[src/rtl/pixel_smooth.sv]
// Avalon-ST 3-tap horizontal smoothing filter ([1 2 1]/4 per channel) with edge
// replication, non-video packet bypass, and an MM slave for control/status.
module pixel_smooth #(
    parameter logic [10:0] IMAGE_W   = 11'd640,
    parameter logic [31:0] SMOOTH_ID = 32'h1234EEE3
) (
    input  logic        clk,
    input  logic        reset,
    input  logic [23:0] sink_data,
    input  logic        sink_valid,
    input  logic        sink_sop,
    input  logic        sink_eop,
    output logic        sink_ready,
    output logic [23:0] source_data,
    output logic        source_valid,
    output logic        source_sop,
    output logic        source_eop,
    input  logic        source_ready,
    input  logic        s_chipselect,
    input  logic        s_read,
    input  logic        s_write,
    input  logic [1:0]  s_address,
    input  logic [31:0] s_writedata,
    output logic [31:0] s_readdata
);

    typedef enum logic [1:0] {EMPTY, HOLD, FLUSH} state_e;

    state_e      state_q, state_d;
    logic [10:0] x_q, x_d;
    logic        active_q, active_d;
    logic        video_q, video_d;
    logic        smooth_q, smooth_d;
    logic        eop_q, eop_d;
    logic [23:0] l_q, l_d, c_q, c_d;
    logic        src_valid_q, src_valid_d;
    logic        src_sop_q, src_sop_d;
    logic        src_eop_q, src_eop_d;
    logic [23:0] src_data_q, src_data_d;
    logic        ctrl_en_q, ctrl_en_d;
    logic [15:0] fc_q, fc_d;
    logic [31:0] rdata_q, rdata_d;

    logic        out_free, flush_trunc, accept, pix_last;
    logic        emit, em_sop, em_eop, em_video;
    logic [23:0] em_data;
    logic        wdata_unused;

    function automatic logic [7:0] f8(input logic [7:0] l, input logic [7:0] c, input logic [7:0] r);
        logic [9:0] acc;
        acc = {2'b00, l} + {1'b0, c, 1'b0} + {2'b00, r} + 10'd2;
        return acc[9:2];
    endfunction

    function automatic logic [23:0] f24(input logic [23:0] l, input logic [23:0] c, input logic [23:0] r);
        return {f8(l[23:16], c[23:16], r[23:16]),
                f8(l[15:8],  c[15:8],  r[15:8]),
                f8(l[7:0],   c[7:0],   r[7:0])};
    endfunction

    assign wdata_unused = ^s_writedata[31:1];
    assign out_free     = !src_valid_q || source_ready;
    // A sop arriving mid-line forces the held pixel out as a line end before the sop is taken.
    assign flush_trunc  = (state_q == HOLD) && sink_valid && sink_sop;
    assign sink_ready   = !reset && (state_q != FLUSH) && !flush_trunc && out_free;
    assign accept       = sink_valid && sink_ready;
    assign pix_last     = (x_q == IMAGE_W - 11'd1) || sink_eop;

    always_ff @(posedge clk or posedge reset) begin
        if (reset) state_q <= EMPTY;
        else       state_q <= state_d;
    end

    always_comb begin
        state_d = state_q;
        case (state_q)
            EMPTY: if (accept && !sink_sop && active_q && smooth_q && !pix_last) state_d = HOLD;
            HOLD: begin
                if (flush_trunc) begin
                    if (out_free) state_d = EMPTY;
                end else if (accept && pix_last) begin
                    state_d = FLUSH;
                end
            end
            FLUSH: if (out_free) state_d = EMPTY;
            default: state_d = EMPTY;
        endcase
    end

    always_comb begin
        x_d      = x_q;
        active_d = active_q;
        video_d  = video_q;
        smooth_d = smooth_q;
        eop_d    = eop_q;
        l_d      = l_q;
        c_d      = c_q;
        emit     = 1'b0;
        em_data  = '0;
        em_sop   = 1'b0;
        em_eop   = 1'b0;
        em_video = video_q;

        if (state_q == FLUSH) begin
            if (out_free) begin
                emit    = 1'b1;
                em_data = f24(l_q, c_q, c_q);
                em_eop  = eop_q;
            end
        end else if (flush_trunc) begin
            if (out_free) begin
                emit    = 1'b1;
                em_data = f24(l_q, c_q, c_q);
            end
        end else if (accept) begin
            if (sink_sop) begin
                emit     = 1'b1;
                em_data  = sink_data;
                em_sop   = 1'b1;
                em_eop   = sink_eop;
                em_video = (sink_data[3:0] == 4'd0);
                x_d      = '0;
                video_d  = em_video;
                smooth_d = ctrl_en_q && em_video;
                active_d = !sink_eop;
            end else if (active_q) begin
                x_d      = (x_q == IMAGE_W - 11'd1) ? 11'd0 : x_q + 11'd1;
                active_d = !sink_eop;
                if (!smooth_q || (state_q == EMPTY && pix_last)) begin
                    emit    = 1'b1;
                    em_data = sink_data;
                    em_eop  = sink_eop;
                end else if (state_q == EMPTY) begin
                    l_d = sink_data;
                    c_d = sink_data;
                end else begin
                    emit    = 1'b1;
                    em_data = f24(l_q, c_q, sink_data);
                    l_d     = c_q;
                    c_d     = sink_data;
                    eop_d   = sink_eop;
                end
            end
        end

        src_valid_d = out_free ? 1'b0 : src_valid_q;
        src_data_d  = src_data_q;
        src_sop_d   = src_sop_q;
        src_eop_d   = src_eop_q;
        if (emit) begin
            src_valid_d = 1'b1;
            src_data_d  = em_data;
            src_sop_d   = em_sop;
            src_eop_d   = em_eop;
        end

        ctrl_en_d = ctrl_en_q;
        fc_d      = fc_q;
        if (s_chipselect && s_write && s_address == 2'd0) ctrl_en_d = s_writedata[0];
        if (s_chipselect && s_write && s_address == 2'd1) fc_d = '0;
        else if (emit && em_eop && em_video)              fc_d = fc_q + 16'd1;

        rdata_d = rdata_q;
        if (s_chipselect && s_read) begin
            case (s_address)
                2'd0:    rdata_d = {31'd0, ctrl_en_q};
                2'd1:    rdata_d = {16'd0, fc_q};
                2'd2:    rdata_d = SMOOTH_ID;
                default: rdata_d = '0;
            endcase
        end
    end

    always_ff @(posedge clk or posedge reset) begin
        if (reset) begin
            x_q         <= '0;
            active_q    <= 1'b0;
            video_q     <= 1'b0;
            smooth_q    <= 1'b0;
            eop_q       <= 1'b0;
            l_q         <= '0;
            c_q         <= '0;
            src_valid_q <= 1'b0;
            src_sop_q   <= 1'b0;
            src_eop_q   <= 1'b0;
            src_data_q  <= '0;
            ctrl_en_q   <= 1'b1;
            fc_q        <= '0;
            rdata_q     <= '0;
        end else begin
            x_q         <= x_d;
            active_q    <= active_d;
            video_q     <= video_d;
            smooth_q    <= smooth_d;
            eop_q       <= eop_d;
            l_q         <= l_d;
            c_q         <= c_d;
            src_valid_q <= src_valid_d;
            src_sop_q   <= src_sop_d;
            src_eop_q   <= src_eop_d;
            src_data_q  <= src_data_d;
            ctrl_en_q   <= ctrl_en_d;
            fc_q        <= fc_d;
            rdata_q     <= rdata_d;
        end
    end

    assign source_valid = src_valid_q;
    assign source_sop   = src_sop_q;
    assign source_eop   = src_eop_q;
    assign source_data  = src_data_q;
    assign s_readdata   = rdata_q;

endmodule

[config.mk]
export PLATFORM = sky130hd
export DESIGN_NAME = pixel_smooth
export DESIGN_NICKNAME = d
export VERILOG_FILES = /design/src/rtl/pixel_smooth.sv
export SDC_FILE = /design/constraint.sdc
export NUM_CORES = 1
export LEC_CHECK = 0
export ABC_AREA = 1
export CAP_MARGIN = 20
export CELL_PAD_IN_SITES_DETAIL_PLACEMENT = 0
export CELL_PAD_IN_SITES_GLOBAL_PLACEMENT = 1
export CORE_MARGIN = 4
export CORE_UTILIZATION = 38
export CTS_BUF_LIST = sky130_fd_sc_hd__clkbuf_2 sky130_fd_sc_hd__clkbuf_4 sky130_fd_sc_hd__clkbuf_8
export DETAILED_ROUTE_END_ITERATION = 10
export GPL_ROUTABILITY_DRIVEN = 0
export PLACE_DENSITY_LB_ADDON = 0.1
export SLEW_MARGIN = 10
export SYNTH_ARGS = -nofsm -noshare
export SYNTH_HDL_FRONTEND = slang
export SYNTH_SLANG_ARGS = --single-unit
[constraint.sdc]
create_clock -name clk -period 5.5 [get_ports clk]
set_clock_uncertainty 0.15 [all_clocks]
set_input_delay 1.1 -clock clk [delete_from_list [all_inputs] [get_ports clk]]
set_output_delay 1.1 -clock clk [all_outputs]
set_load 0.01 [all_outputs]
Run 1, nets reached from selected ports:
Scale: 2 px per um.
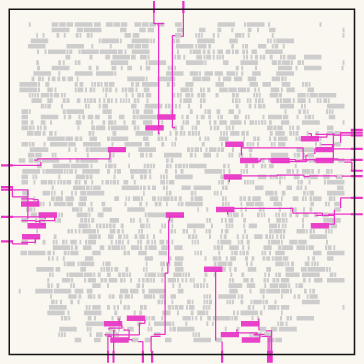
magenta -> source_data  # bits 24, direction output, edge 9 right, 8 bottom, 5 left, 2 top, end cells 24, buffers 24, wire 977 um

Run 1, local utilization:
Scale: 1.5 px per um. 17 x 17 tiles, from dark purple (low) to yellow (high), 0 to 100% covered.
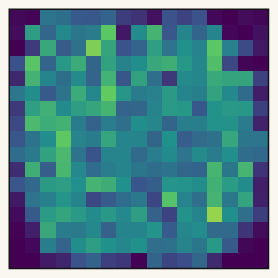
mean over tiles = 38%
tiles over 75% full = 1.0%
fullest tile = 84%
nearly empty tiles = 5.9%
area inside the core boundary: 26210 sq um
fraction of the core area covered by cells at the end of the flow: 44.51%
fp_density: 38.92%

Run 1, where the registers sit:
Scale: 2 px per um. Other sequential cells in the stronger gray, the rest of the logic in the fainter gray.
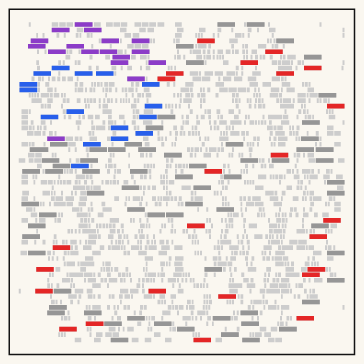
purple -> s_readdata  # placed flops 17, where upper left
blue -> fc_q  # placed flops 16
red -> c_q  # placed flops 24, where all over the die

Run 1, logic cells by family:
Scale: 3 px per um.
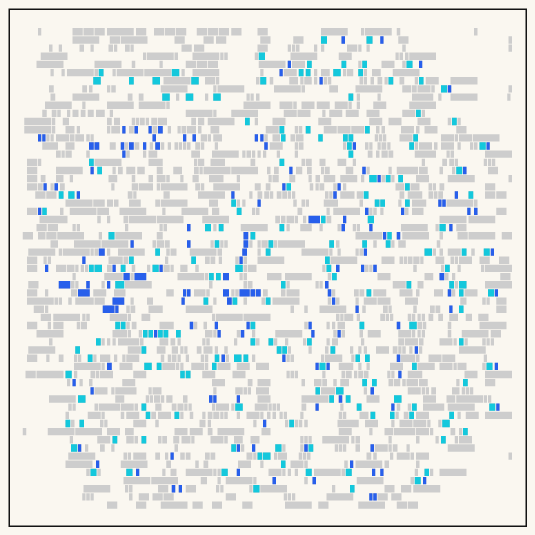
blue -> nor cells  # cells 148, where all over the die
cyan -> aoi and oai cells  # cells 182, where all over the die
tally of non-filler cells in the final layout: 1829
Comb/total area: 52.86%
most instantiated logic cell after routing: sky130_fd_sc_hd__nand2_1

## run 1: area by class of cell
class	instances	share of cell area, %
Clock inverter	15	1.459
Multi-Input combinational cell	1083	52.86
Sequential cell	126	27.04
Tap cell	335	3.594
Timing Repair Buffer	93	7.852
Clock buffer	17	2.006
Inverter	160	5.181
## run 1: flip-flops by register name (all words and copies together), names as in the netlist
signal / cells
source_sop: 1
source_valid: 1
l_q: 24
state_q: 2
s_readdata: 17
eop_q: 1
active_q: 1
c_q: 24
x_q: 11
source_eop: 1
fc_q: 16
ctrl_en_q: 1
video_q: 1
source_data: 24
smooth_q: 1
==> git commit body, run 1 <==
Record implementation results from latest flow run

- Category of the critical setup timing path: input pin to primary output
* Share of total power in sequential cells: 23.6%
* Met2 wire length: 13.38 mm
- According to the floorplan report, the die width is between 150 and 200 um.
* Number of H-tree branching levels: 4
* 1st-iter DRT viols: 513
- GRT Resource Usage Total: 21.04%
- TritonCTS clock tree: built
- For this run, global-route usage on met2 was measured as 32.82%.
* Leading area contributor after synthesis: sky130_fd_sc_hd__dfrtp_1
- Area share of fa/ha/maj cells after synthesis: 14.89%
- Syn avg cell area: roughly 7.2 sq um
- Yosys cell count: around 1400
- Summing the areas of all and, or, nand and nor instances in the mapped netlist gives a little under a third of the synthesized area.
- For this sky-water flow run, the detailed-routed wirelength per cell is reported as 16.48 um.
* Areal power density over the cells: between 500 and 600 nW/um^2
* Die Area: ~30000 sq um
- Across all hold checks on the routed design, the worst slack comes to between 300 and 400 ps.
- GR Util met1: 31.57%
- The synthesized netlist devotes 10.38% of its cell area to compound gates.
- Counting instances, the worst hold path has a depth of 2.
- Overall power consumption: approximately 6.0 mW
* Area of all placed cells without fillers: between 10000 and 15000 sq um
- The flow ran to the end, and the final reports show no timing, DRC or antenna violations.
- Setup total negative slack on the finished layout was measured at 0 ps.
- According to the timing report, the critical path is captured at sink_ready.
- The count of nets left with antenna violations once routing finished came out at 0.
- Power attributed to combinational cells is ~3.8 mW.
Run 1, clock nets:
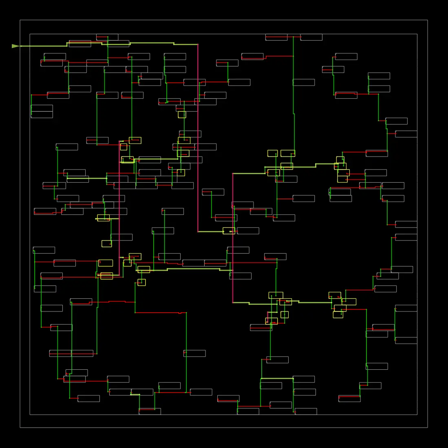

==> inputs of run 2 (changes only) <==
- clock period: 5.5 -> 3.4 ns (I/O delays scaled with it)
Run 2, clock nets:
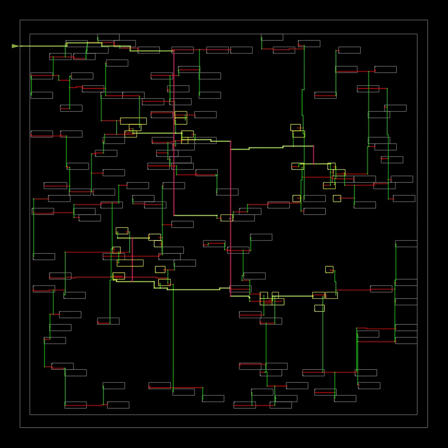
number of buffers created by CTS: 17
num sequential: 126
number of clock sinks: 126
Latency at later pin: 470 ps
Clock buffer cells: 18

Run 2, logic cells by family:
Scale: 3 px per um.
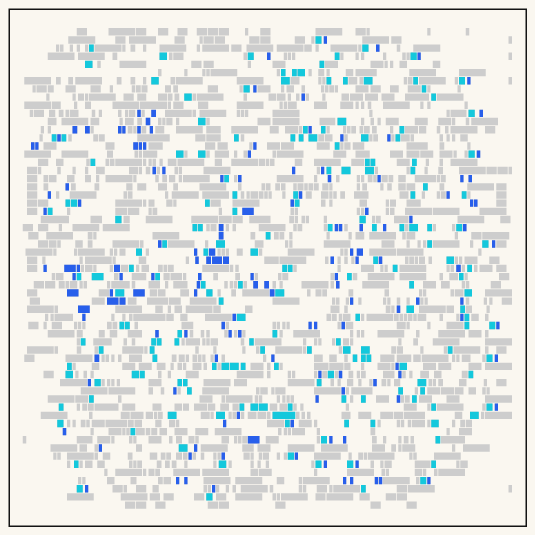
cyan -> aoi and oai cells  # cells 182, where all over the die
blue -> nor cells  # cells 148, where all over the die

==> run 2 against run 1 <==
Power is 85% higher. Final cell count grew 2.7%. Routed wire length rose by 3.6%. Die area is the same. Flip-flop count is the same. Global-route usage rose by 0.52 points. Critical path type is now flip-flop to flip-flop. Highest routed layer unchanged.
==> git commit body, run 2 <==
Record implementation results from latest flow run

- At the placement stage, the worst setup path has a slack of -30.85 ps.
- WL/cell: 16.61 um (+0.80%)
- The DRC marker count from the first detailed-route iteration is 480 (-6.4%).
- Summed over all nets, the half-perimeter wirelength after detailed placement is 22.69 mm.
- Area of all placed cells without fillers: 12680 sq um (+8.7%)
* Launching element of the worst setup path: c_q[8]$_DFFE_PP0P_
- Yosys reports that the leading cell type by area covers a little under a third of the netlist area.
* Log Warnings: 59
- The total power consumption of the routed design was 11.13 mW (+85%).
- The global routing met2 resource utilization was 34.78% (+2.0 points).
- Standard-cell rows: 59
* Power attributed to combinational cells: 7.34 mW (+96%)
* Synth top cell by count: sky130_fd_sc_hd__nand2_1
- Area inside the core boundary: 26210 sq um (unchanged)
- The share of the core filled with cells is 48.39% (+3.9 points).
- Synth-to-Final Area Change: 24.35%
- The number of cells in the finished layout apart from fillers came to 1879 (+2.7%).
* Yosys cell count: 1407 (unchanged)
* Share of total power in sequential cells: 20.8% (-2.8 points)
- Count of hold buffers inserted by post-cts repair: 0
- The capture point of the critical path was reported as source_data[12]$_DFFE_PP0P_.
- The total global routing track utilization is 21.56% (+0.52 points).
- The H-tree depth was 4 (unchanged).
- The number of cells on the worst hold path is 2 (unchanged).
- TritonCTS clock tree: built
- Areal power density over the cells: 877.2 nW/um^2 (+70%)
* Most used cell, CP: sky130_fd_sc_hd__nand2_1
- In the post-route report, total wirelength is listed as about 31 mm.
* Antenna Violating Nets Remaining: 0 (unchanged)
- The area of the die is 29520 sq um (unchanged).
- Met2 wire length: 14.49 mm (+8.3%)
- Syn avg cell area: 7.248 sq um (unchanged)
* Clock share of power: 13.3%
- The post-route setup TNS came to 0 ps (unchanged).
- The met1 usage was 31.20% (-0.37 points).
- Leading area contributor after synthesis: sky130_fd_sc_hd__dfrtp_1
- Net count reported at finish: about 1700
* Fp_density: 38.92% (unchanged)
- The final timing report derives a shortest allowable period of about 3200 ps.
* Worst hold slack: 340.4 ps (-0.7130 ps)
* Status: complete, no violations
- The critical path is of the flip-flop to flip-flop type.
Run 2, nets reached from selected ports:
Scale: 2 px per um.
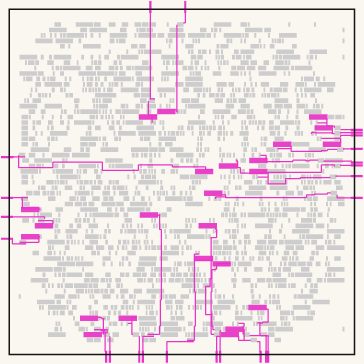
magenta -> source_data  # bits 24, direction output, edge 10 bottom, 8 right, 4 left, 2 top, end cells 24, buffers 24, wire 1080 um

-- run 2: cell counts after synthesis --
Identical to the previous run, type by type.
-- run 2: repair_timing --
item / 4_1_cts / 5_1_grt
pin swaps: 2 / 27
endpoints found under the setup margin: 7 / 14
buffers inserted: 0 / 2
resized: 11 / 76
-- run 2: final cells by class --
class                      count  area [sq um]
tap                          335         419.2
timing repair buffer         143          1321
sequential                   126          3154
clock inverter                14         170.2
multi-input combinational   1083          6763
inverter                     160         606.8
fill                        2666         13520
clock buffer                  18         247.7
-- run 2: cells by family after synthesis --
family / Yosys count / share of synthesized area [%]
AOI/OAI and AO/OA: 189 / 10.38
xor gates and xnor gates: 43 / 3.693
adders and majority gates: 116 / 14.89
buffers and inverters: 208 / 9.005
DFF: 126 / 30.93
other: 1 / 0.03677
and+or+nand+nor: 724 / 31.06
Power figures rest on the tool's default switching activity, not on a simulated workload.
